File: config.mk
export PLATFORM = sky130hd
export DESIGN_NAME = fm_guard_pack_writer_flat
export DESIGN_NICKNAME = d
export VERILOG_FILES = /design/src/rtl/fm_guard_pack_writer_if.sv /design/src/rtl/fm_guard_pack_writer.sv /design/src/flat_wrapper.sv
export SDC_FILE = /design/constraint.sdc
export NUM_CORES = 1
export LEC_CHECK = 0
export CAP_MARGIN = 20
export CORE_MARGIN = 2
export CORE_UTILIZATION = 52
export CTS_CLUSTER_SIZE = 14
export DETAILED_ROUTE_END_ITERATION = 6
export PLACE_DENSITY = 0.79
export SLEW_MARGIN = 5
export SYNTH_ARGS = -nofsm -noshare
export SYNTH_HDL_FRONTEND = slang
export SYNTH_SLANG_ARGS = --single-unit
File: constraint.sdc
create_clock -name clk -period 3.15 [get_ports clk]
set_input_delay 0.63 -clock clk [delete_from_list [all_inputs] [get_ports clk]]
set_output_delay 0.63 -clock clk [all_outputs]
set_load 0.005 [all_outputs]
File: src/rtl/fm_guard_pack_writer_if.sv
// fm_guard_pack_writer bus: layer control, byte/guard streams,
// FM and guard SRAM write ports, per-layer statistics.
interface fm_guard_pack_writer_if #(
  parameter int FM_WORD_BYTES = 8,
  parameter int GUARD_GROUPS  = 4,
  parameter int FM_ADDR_W     = 10,
  parameter int GUARD_ADDR_W  = 8
);
  logic                         ctrl_valid;
  logic                         ctrl_ready;
  logic                         ctrl_finish;
  logic [FM_ADDR_W-1:0]         fm_base_addr_i;
  logic [GUARD_ADDR_W-1:0]      guard_base_addr_i;
  logic                         upstream_finish_i;

  logic [7:0]                   data_i;
  logic                         data_i_valid;
  logic                         fm_buf_ready;
  logic [5:0]                   guard_i;
  logic                         guard_i_valid;
  logic                         guard_buf_ready;

  logic                         fm_wr_en;
  logic [FM_ADDR_W-1:0]         fm_wr_addr;
  logic [8*FM_WORD_BYTES-1:0]   fm_wr_data;
  logic [FM_WORD_BYTES-1:0]     fm_wr_mask;
  logic                         guard_wr_en;
  logic [GUARD_ADDR_W-1:0]      guard_wr_addr;
  logic [6*GUARD_GROUPS-1:0]    guard_wr_data;

  logic [15:0]                  stat_bytes_o;
  logic [15:0]                  stat_guards_o;

  modport master (
    output ctrl_valid, fm_base_addr_i, guard_base_addr_i,
    output upstream_finish_i,
    output data_i, data_i_valid, guard_i, guard_i_valid,
    input  ctrl_ready, ctrl_finish,
    input  fm_buf_ready, guard_buf_ready,
    input  fm_wr_en, fm_wr_addr, fm_wr_data, fm_wr_mask,
    input  guard_wr_en, guard_wr_addr, guard_wr_data,
    input  stat_bytes_o, stat_guards_o
  );

  modport slave (
    input  ctrl_valid, fm_base_addr_i, guard_base_addr_i,
    input  upstream_finish_i,
    input  data_i, data_i_valid, guard_i, guard_i_valid,
    output ctrl_ready, ctrl_finish,
    output fm_buf_ready, guard_buf_ready,
    output fm_wr_en, fm_wr_addr, fm_wr_data, fm_wr_mask,
    output guard_wr_en, guard_wr_addr, guard_wr_data,
    output stat_bytes_o, stat_guards_o
  );
endinterface

File: src/rtl/fm_guard_pack_writer.sv
// Packs FM bytes / guard groups into SRAM words with end-of-layer flush.
// Optional FM_GUARD_STAT_EN adds saturating per-layer accept counters.
module fm_guard_pack_writer #(
  parameter int FM_WORD_BYTES = 8,
  parameter int GUARD_GROUPS  = 4,
  parameter int FM_ADDR_W     = 10,
  parameter int GUARD_ADDR_W  = 8
) (
  input  logic clk,
  input  logic rst_n,
  fm_guard_pack_writer_if.slave bus
);

  localparam int FLW = $clog2(FM_WORD_BYTES);
  localparam int GLW = $clog2(GUARD_GROUPS);
  localparam int FDW = 8 * FM_WORD_BYTES;
  localparam int GDW = 6 * GUARD_GROUPS;

  localparam logic [FLW-1:0] FM_LAST = FLW'(FM_WORD_BYTES - 1);
  localparam logic [GLW-1:0] G_LAST  = GLW'(GUARD_GROUPS - 1);

  localparam logic [1:0] S_IDLE  = 2'd0;
  localparam logic [1:0] S_RUN   = 2'd1;
  localparam logic [1:0] S_FLUSH = 2'd2;
  localparam logic [1:0] S_DONE  = 2'd3;

  logic [1:0] state;
  logic [1:0] state_nxt;

  logic in_idle;
  logic in_run;
  logic in_flush;
  logic start;
  logic fm_acc;
  logic g_acc;

  assign in_idle  = (state == S_IDLE);
  assign in_run   = (state == S_RUN);
  assign in_flush = (state == S_FLUSH);
  assign start    = in_idle && bus.ctrl_valid;
  assign fm_acc   = in_run && bus.data_i_valid;
  assign g_acc    = in_run && bus.guard_i_valid;

  always_comb begin
    state_nxt = state;
    unique case (state)
      S_IDLE:  if (start) state_nxt = S_RUN;
      S_RUN:   if (bus.upstream_finish_i) state_nxt = S_FLUSH;
      S_FLUSH: state_nxt = S_DONE;
      S_DONE:  state_nxt = S_IDLE;
      default: state_nxt = S_IDLE;
    endcase
  end

  always_ff @(posedge clk or negedge rst_n) begin
    if (!rst_n) state <= S_IDLE;
    else        state <= state_nxt;
  end

  assign bus.ctrl_ready      = in_idle;
  assign bus.ctrl_finish     = (state == S_DONE);
  assign bus.fm_buf_ready    = in_run;
  assign bus.guard_buf_ready = in_run;

  // ---------------- FM lane ----------------
  logic [FLW-1:0]       fm_lane;
  logic [FDW-1:0]       fm_pack;
  logic [FDW-1:0]       fm_word;
  logic [FM_ADDR_W-1:0] fm_addr;
  logic [FM_WORD_BYTES-1:0] fm_part_mask;
  logic fm_full;
  logic fm_flush;

  logic                     fm_wr_en_q;
  logic [FM_ADDR_W-1:0]     fm_wr_addr_q;
  logic [FDW-1:0]           fm_wr_data_q;
  logic [FM_WORD_BYTES-1:0] fm_wr_mask_q;

  always_comb begin
    fm_word = fm_pack;
    fm_word[8*fm_lane +: 8] = bus.data_i;
  end

  // Flush mask covers lanes below the fill pointer.
  always_comb begin
    fm_part_mask = '0;
    for (int i = 0; i < FM_WORD_BYTES; i++)
      fm_part_mask[i] = (i < int'(fm_lane));
  end

  assign fm_full  = fm_acc && (fm_lane == FM_LAST);
  assign fm_flush = in_flush && (fm_lane != '0);

  always_ff @(posedge clk or negedge rst_n) begin
    if (!rst_n) begin
      fm_lane      <= '0;
      fm_pack      <= '0;
      fm_addr      <= '0;
      fm_wr_en_q   <= 1'b0;
      fm_wr_addr_q <= '0;
      fm_wr_data_q <= '0;
      fm_wr_mask_q <= '0;
    end else begin
      fm_wr_en_q <= 1'b0;
      if (start) begin
        fm_lane <= '0;
        fm_pack <= '0;
        fm_addr <= bus.fm_base_addr_i;
      end else if (fm_full) begin
        fm_wr_en_q   <= 1'b1;
        fm_wr_addr_q <= fm_addr;
        fm_wr_data_q <= fm_word;
        fm_wr_mask_q <= '1;
        fm_addr      <= fm_addr + FM_ADDR_W'(1);
        fm_lane      <= '0;
        fm_pack      <= '0;
      end else if (fm_acc) begin
        fm_pack <= fm_word;
        fm_lane <= fm_lane + FLW'(1);
      end else if (fm_flush) begin
        fm_wr_en_q   <= 1'b1;
        fm_wr_addr_q <= fm_addr;
        fm_wr_data_q <= fm_pack;
        fm_wr_mask_q <= fm_part_mask;
        fm_addr      <= fm_addr + FM_ADDR_W'(1);
        fm_lane      <= '0;
        fm_pack      <= '0;
      end
    end
  end

  assign bus.fm_wr_en   = fm_wr_en_q;
  assign bus.fm_wr_addr = fm_wr_addr_q;
  assign bus.fm_wr_data = fm_wr_data_q;
  assign bus.fm_wr_mask = fm_wr_mask_q;

  // ---------------- guard lane ----------------
  logic [GLW-1:0]          g_lane;
  logic [GDW-1:0]          g_pack;
  logic [GDW-1:0]          g_word;
  logic [GUARD_ADDR_W-1:0] g_addr;
  logic g_full;
  logic g_flush;

  logic                    g_wr_en_q;
  logic [GUARD_ADDR_W-1:0] g_wr_addr_q;
  logic [GDW-1:0]          g_wr_data_q;

  always_comb begin
    g_word = g_pack;
    g_word[6*g_lane +: 6] = bus.guard_i;
  end

  assign g_full  = g_acc && (g_lane == G_LAST);
  assign g_flush = in_flush && (g_lane != '0);

  always_ff @(posedge clk or negedge rst_n) begin
    if (!rst_n) begin
      g_lane      <= '0;
      g_pack      <= '0;
      g_addr      <= '0;
      g_wr_en_q   <= 1'b0;
      g_wr_addr_q <= '0;
      g_wr_data_q <= '0;
    end else begin
      g_wr_en_q <= 1'b0;
      if (start) begin
        g_lane <= '0;
        g_pack <= '0;
        g_addr <= bus.guard_base_addr_i;
      end else if (g_full) begin
        g_wr_en_q   <= 1'b1;
        g_wr_addr_q <= g_addr;
        g_wr_data_q <= g_word;
        g_addr      <= g_addr + GUARD_ADDR_W'(1);
        g_lane      <= '0;
        g_pack      <= '0;
      end else if (g_acc) begin
        g_pack <= g_word;
        g_lane <= g_lane + GLW'(1);
      end else if (g_flush) begin
        g_wr_en_q   <= 1'b1;
        g_wr_addr_q <= g_addr;
        g_wr_data_q <= g_pack;
        g_addr      <= g_addr + GUARD_ADDR_W'(1);
        g_lane      <= '0;
        g_pack      <= '0;
      end
    end
  end

  assign bus.guard_wr_en   = g_wr_en_q;
  assign bus.guard_wr_addr = g_wr_addr_q;
  assign bus.guard_wr_data = g_wr_data_q;

  // ---------------- statistics ----------------
`ifdef FM_GUARD_STAT_EN
  logic [15:0] stat_b;
  logic [15:0] stat_g;

  always_ff @(posedge clk or negedge rst_n) begin
    if (!rst_n) begin
      stat_b <= '0;
      stat_g <= '0;
    end else if (start) begin
      stat_b <= '0;
      stat_g <= '0;
    end else begin
      if (fm_acc && (stat_b != 16'hFFFF)) stat_b <= stat_b + 16'd1;
      if (g_acc && (stat_g != 16'hFFFF))  stat_g <= stat_g + 16'd1;
    end
  end

  assign bus.stat_bytes_o  = stat_b;
  assign bus.stat_guards_o = stat_g;
`else
  assign bus.stat_bytes_o  = 16'd0;
  assign bus.stat_guards_o = 16'd0;
`endif

endmodule

File: src/flat_wrapper.sv
// flat-port wrapper written by rule: the top's interface ports become plain ports
module fm_guard_pack_writer_flat 
#(
  parameter int FM_WORD_BYTES = 8,
  parameter int GUARD_GROUPS  = 4,
  parameter int FM_ADDR_W     = 10,
  parameter int GUARD_ADDR_W  = 8
)
  (clk, rst_n, bus_ctrl_valid, bus_fm_base_addr_i, bus_guard_base_addr_i, bus_upstream_finish_i, bus_data_i, bus_data_i_valid, bus_guard_i, bus_guard_i_valid, bus_ctrl_ready, bus_ctrl_finish, bus_fm_buf_ready, bus_guard_buf_ready, bus_fm_wr_en, bus_fm_wr_addr, bus_fm_wr_data, bus_fm_wr_mask, bus_guard_wr_en, bus_guard_wr_addr, bus_guard_wr_data, bus_stat_bytes_o, bus_stat_guards_o);
  fm_guard_pack_writer_if #(.FM_WORD_BYTES(FM_WORD_BYTES), .GUARD_GROUPS(GUARD_GROUPS), .FM_ADDR_W(FM_ADDR_W), .GUARD_ADDR_W(GUARD_ADDR_W)) bus_i ();
  input  logic clk;
  input  logic rst_n;
  input wire logic [$bits(bus_i.ctrl_valid)-1:0] bus_ctrl_valid;
  input wire logic [$bits(bus_i.fm_base_addr_i)-1:0] bus_fm_base_addr_i;
  input wire logic [$bits(bus_i.guard_base_addr_i)-1:0] bus_guard_base_addr_i;
  input wire logic [$bits(bus_i.upstream_finish_i)-1:0] bus_upstream_finish_i;
  input wire logic [$bits(bus_i.data_i)-1:0] bus_data_i;
  input wire logic [$bits(bus_i.data_i_valid)-1:0] bus_data_i_valid;
  input wire logic [$bits(bus_i.guard_i)-1:0] bus_guard_i;
  input wire logic [$bits(bus_i.guard_i_valid)-1:0] bus_guard_i_valid;
  output wire logic [$bits(bus_i.ctrl_ready)-1:0] bus_ctrl_ready;
  output wire logic [$bits(bus_i.ctrl_finish)-1:0] bus_ctrl_finish;
  output wire logic [$bits(bus_i.fm_buf_ready)-1:0] bus_fm_buf_ready;
  output wire logic [$bits(bus_i.guard_buf_ready)-1:0] bus_guard_buf_ready;
  output wire logic [$bits(bus_i.fm_wr_en)-1:0] bus_fm_wr_en;
  output wire logic [$bits(bus_i.fm_wr_addr)-1:0] bus_fm_wr_addr;
  output wire logic [$bits(bus_i.fm_wr_data)-1:0] bus_fm_wr_data;
  output wire logic [$bits(bus_i.fm_wr_mask)-1:0] bus_fm_wr_mask;
  output wire logic [$bits(bus_i.guard_wr_en)-1:0] bus_guard_wr_en;
  output wire logic [$bits(bus_i.guard_wr_addr)-1:0] bus_guard_wr_addr;
  output wire logic [$bits(bus_i.guard_wr_data)-1:0] bus_guard_wr_data;
  output wire logic [$bits(bus_i.stat_bytes_o)-1:0] bus_stat_bytes_o;
  output wire logic [$bits(bus_i.stat_guards_o)-1:0] bus_stat_guards_o;
  assign bus_i.ctrl_valid = bus_ctrl_valid;
  assign bus_i.fm_base_addr_i = bus_fm_base_addr_i;
  assign bus_i.guard_base_addr_i = bus_guard_base_addr_i;
  assign bus_i.upstream_finish_i = bus_upstream_finish_i;
  assign bus_i.data_i = bus_data_i;
  assign bus_i.data_i_valid = bus_data_i_valid;
  assign bus_i.guard_i = bus_guard_i;
  assign bus_i.guard_i_valid = bus_guard_i_valid;
  assign bus_ctrl_ready = bus_i.ctrl_ready;
  assign bus_ctrl_finish = bus_i.ctrl_finish;
  assign bus_fm_buf_ready = bus_i.fm_buf_ready;
  assign bus_guard_buf_ready = bus_i.guard_buf_ready;
  assign bus_fm_wr_en = bus_i.fm_wr_en;
  assign bus_fm_wr_addr = bus_i.fm_wr_addr;
  assign bus_fm_wr_data = bus_i.fm_wr_data;
  assign bus_fm_wr_mask = bus_i.fm_wr_mask;
  assign bus_guard_wr_en = bus_i.guard_wr_en;
  assign bus_guard_wr_addr = bus_i.guard_wr_addr;
  assign bus_guard_wr_data = bus_i.guard_wr_data;
  assign bus_stat_bytes_o = bus_i.stat_bytes_o;
  assign bus_stat_guards_o = bus_i.stat_guards_o;
  fm_guard_pack_writer #(.FM_WORD_BYTES(FM_WORD_BYTES), .GUARD_GROUPS(GUARD_GROUPS), .FM_ADDR_W(FM_ADDR_W), .GUARD_ADDR_W(GUARD_ADDR_W)) u_core (.clk(clk), .rst_n(rst_n), .bus(bus_i));
endmodule
m1.png
(3 px per µm) Supply wires on this layer in gray. Cells faint in the background.
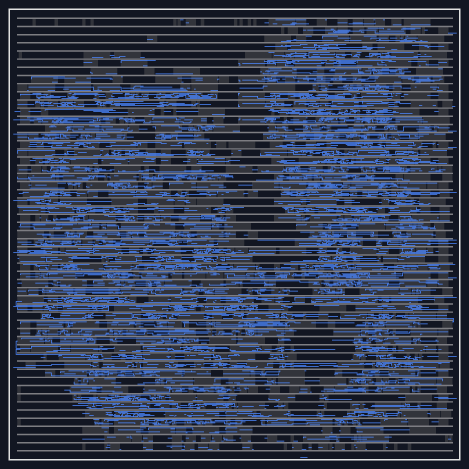
The wires run mostly horizontal. The layer carries 12400 µm of wire. The longest straight run is 53.8 µm. 1077 nets have wire on it. The layer holds 43% of the routed length.

==> results.ini <==
[sta]
skew_ps=12.30
grt_setup_unrepaired=false
fin_tns_setup_ps=0
fin_crit_ps=2653
finalClockPeriodUsage_pct=84.21
hold_viol=0
tightest_slew_ps=753.8
slew_headroom_pct=49.59
fmax_ghz=0.3770
setup_viol=0
final_max_slew_viol_count=0

[clocking]
cts_made_buffers=25
clockBufferDepth=3
clock_latency_ps=510
clock-root-buffer=clkbuf_16
cts.sinks=229
post_cts_buffers=0
cts_tree=yes
clk_pin_slew_worst_paths_ps=60
cts_resized=0
holdBufCountCts=0
htree_levels=1

[run]
maxCapViolations=0
warnings=36

[power_and_ir_drop]
pg_clk_w=0.00279
switching_share_pct=37.06
power_frac_clock_pct=26.5
p_seq_share_pct=36.4
pg_seq_w=0.00383
p_int_w=0.006626
switchingPower_w=0.003902
powerDensity_nw_per_um2=776.9
top_power_group=combinational cells
p_leak_nw=5.876
p_comb_share_pct=37.1
ir_drop_v=0.0005254
combinationalPower_w=0.00391

[global_routing]
track_usage_pct=25.67
grt_pass1_vias=8246
grt_pass1_wl_mm=45.60
grt_antenna_before_repair=0
grt_max_degree=75
grt-ovfl-total=0

[synthesis]
synth_seq_share_pct=51.94
syn-cell-area_um2=11030
edf_count=0
ys_warn_count=0
ys_ff=229
yosysChipArea_um2=11030
synth.distinct_cells=70
syn_area_per_cell_um2=10.60
netlist_instances=1041
synth-async-reset-ratio_pct=100.0
ff_type=dfrtp_1
ys_cells=1041

[route]
drtIter0Drc=636
dr.pass1.iters=5
wirelength_mm=28.85
ant_nets=0
vias_per_cell=5.882
drc=0
vias=8700
avgRoutedWirePerCell_um=19.50

[cells_and_area]
comb-cell-share_pct=34.91
clkbuf_count=35
drive_gt1_share_pct=10.06
buf_share_pct=13.91
final_cell_mix=229 x dfrtp_1, 156 x clkdlybuf4s50_1, 132 x nand2_1, 81 x o21ai_0, 74 x o21ai_1
combGateArea_um2=4731
layout_top_cell=dfrtp_1
inverters=19
diodes=1
area_growth_pct=22.82
nets=1241
final_util_pct=64.66
dominant-cell-class=registers
seq_cells=229
fillCellCount=1675
buffers=188
logic_gate_count=723
sh_seq_area_pct=42.29
clock_cell_area_share_pct=5.808
regArea_um2=5731

[critical_path]
arrival_ps=3030
required_ps=3530
end_kind=flip-flop
cp_max_fo=10
critPathKind=flip-flop to flip-flop
startpoint_type=flip-flop

[die]
die-width_um=149.7
die-area_um2=22400
core_region_area_um2=20960
dieHeight_um=149.7
io_pins=190
fp-row-count=53
initCoreUtil_pct=52.65
taps=275

[min_path]
hold_path_class=input port to async pin

[placed_design]
dp_hpwl_mm=18.80
globalplace.congestion=0.8642
portBuffers=157

[status]
status=completed

m2.png
(3 px per µm)
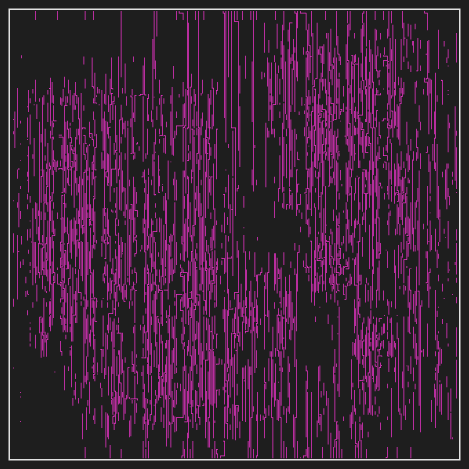
1034 nets have wire on it. The layer carries 13700 µm of wire. The longest straight run is 60.0 µm. The wires run mostly vertical.

## kinds of logic (layout without fill, tap and decap cells)
group	count (synthesis)	count (layout)	share of synthesized area, %
multiplexers	90	90	8.437
adder cells (fa/ha/maj)	17	17	1.928
buffers and inverters	120	251	6.271
AND/OR/NAND/NOR	245	245	11.35
other	1	33	0.03399
AND-OR/OR-AND	337	337	19.88
flip-flops	229	229	51.94
XOR/XNOR	2	2	0.1588
## final timing paths
check | startpoint | end | slack (ps) | depth (start not counted)
min | rst_n | u_core.fm_addr[4] | 70 | 1
min in group clk | u_core.bus.fm_wr_addr[3] | u_core.bus.fm_wr_addr[3] | 480 | 2
max in group asynchronous | rst_n | u_core.fm_pack[61] | 2280 | 2
max | u_core.fm_lane[1] | u_core.fm_pack[1] | 500 | 7
min reg2reg | u_core.bus.fm_wr_addr[3] | u_core.bus.fm_wr_addr[3] | 480 | 2
max reg2reg | u_core.fm_lane[1] | u_core.fm_pack[1] | 500 | 7
## worst max-delay path: stages (launching register included)
cell and delay (ps):
dfrtp_1 530, inv_1 80, ha_1 210, ha_1 440, nor2_1 170, nand3_1 520
mux2i_1 420, o21ai_0 130
## per-layer routing
metal	vias up	GRT usage, %	routed length, µm
met1	4288	36.71	12390
met2	340	40.16	13670
met3	39	5.366	2358
met5	-	0	0
li1	4033	-	-
met4	0	6.745	427
## state kept, by name (all words and copies together) (netlist names)
register	flops
u_core.bus.fm_wr_en	1
u_core.g_lane	2
u_core.bus.fm_wr_addr	10
u_core.state	2
u_core.bus.fm_wr_data	64
u_core.fm_pack	64
u_core.bus.guard_wr_en	1
u_core.g_pack	24
u_core.fm_addr	10
u_core.bus.guard_wr_data	24
u_core.fm_lane	3
u_core.g_addr	8
u_core.bus.guard_wr_addr	8
u_core.bus.fm_wr_mask	8
## through the flow
stage | instance area [µm²] | hold slack, ps | power [W] | std cells | worst slack, ps
final | 13550 | 68.60 | 0.01053 | 1479 | 497.5
after global routing | 13550 | 118.7 | 0.01115 | 1478 | 307.7
after CTS | 13550 | 99.65 | 0.01056 | 1478 | 521.0
after detailed placement | 12760 | 469.1 | 0.007721 | 1434 | 475.5
after global placement | 12760 | 457.7 | 0.007631 | 1434 | 518.3
after floorplan | 11150 | 334.4 | 0.006376 | 1072 | 807.2
## cells in the mapped netlist, drive strengths merged (2+ instances only)
cell     instances  area, µm²
a22oi           71      533.0
nor2            32      142.6
or3              5      31.28
a21oi            9      45.04
a2bb2oi          5      43.79
ha              17      212.7
o31ai            9      67.56
mux2i           66      660.6
nand4            6      37.54
nor3b            2      20.02
o22ai            4      25.02
a21boi           2      15.01
nand3           12      60.06
mux2            24      270.3
dfrtp          229       5731
and3            10      62.56
nor4             2      42.54
and3b            2      17.52
nand2b           3      26.27
a211o            4      35.03
o2bb2ai         11      96.34
or4              4      30.03
nor2b            3      18.77
inv             19      71.31
a31oi           17      121.4
and2            10      62.56
nor3             9      72.57
nor4bb           2      20.02
clkbuf          29      111.4
nand2          132      495.5
a32o             2      20.02
o21ai          159      810.8
buf             72      509.2
nor4b            3      41.29
o211ai           4      30.03
and4             2      17.52
a211oi           5      37.54
a22o            27      236.5
Power is estimated from default activity; no workload was simulated.
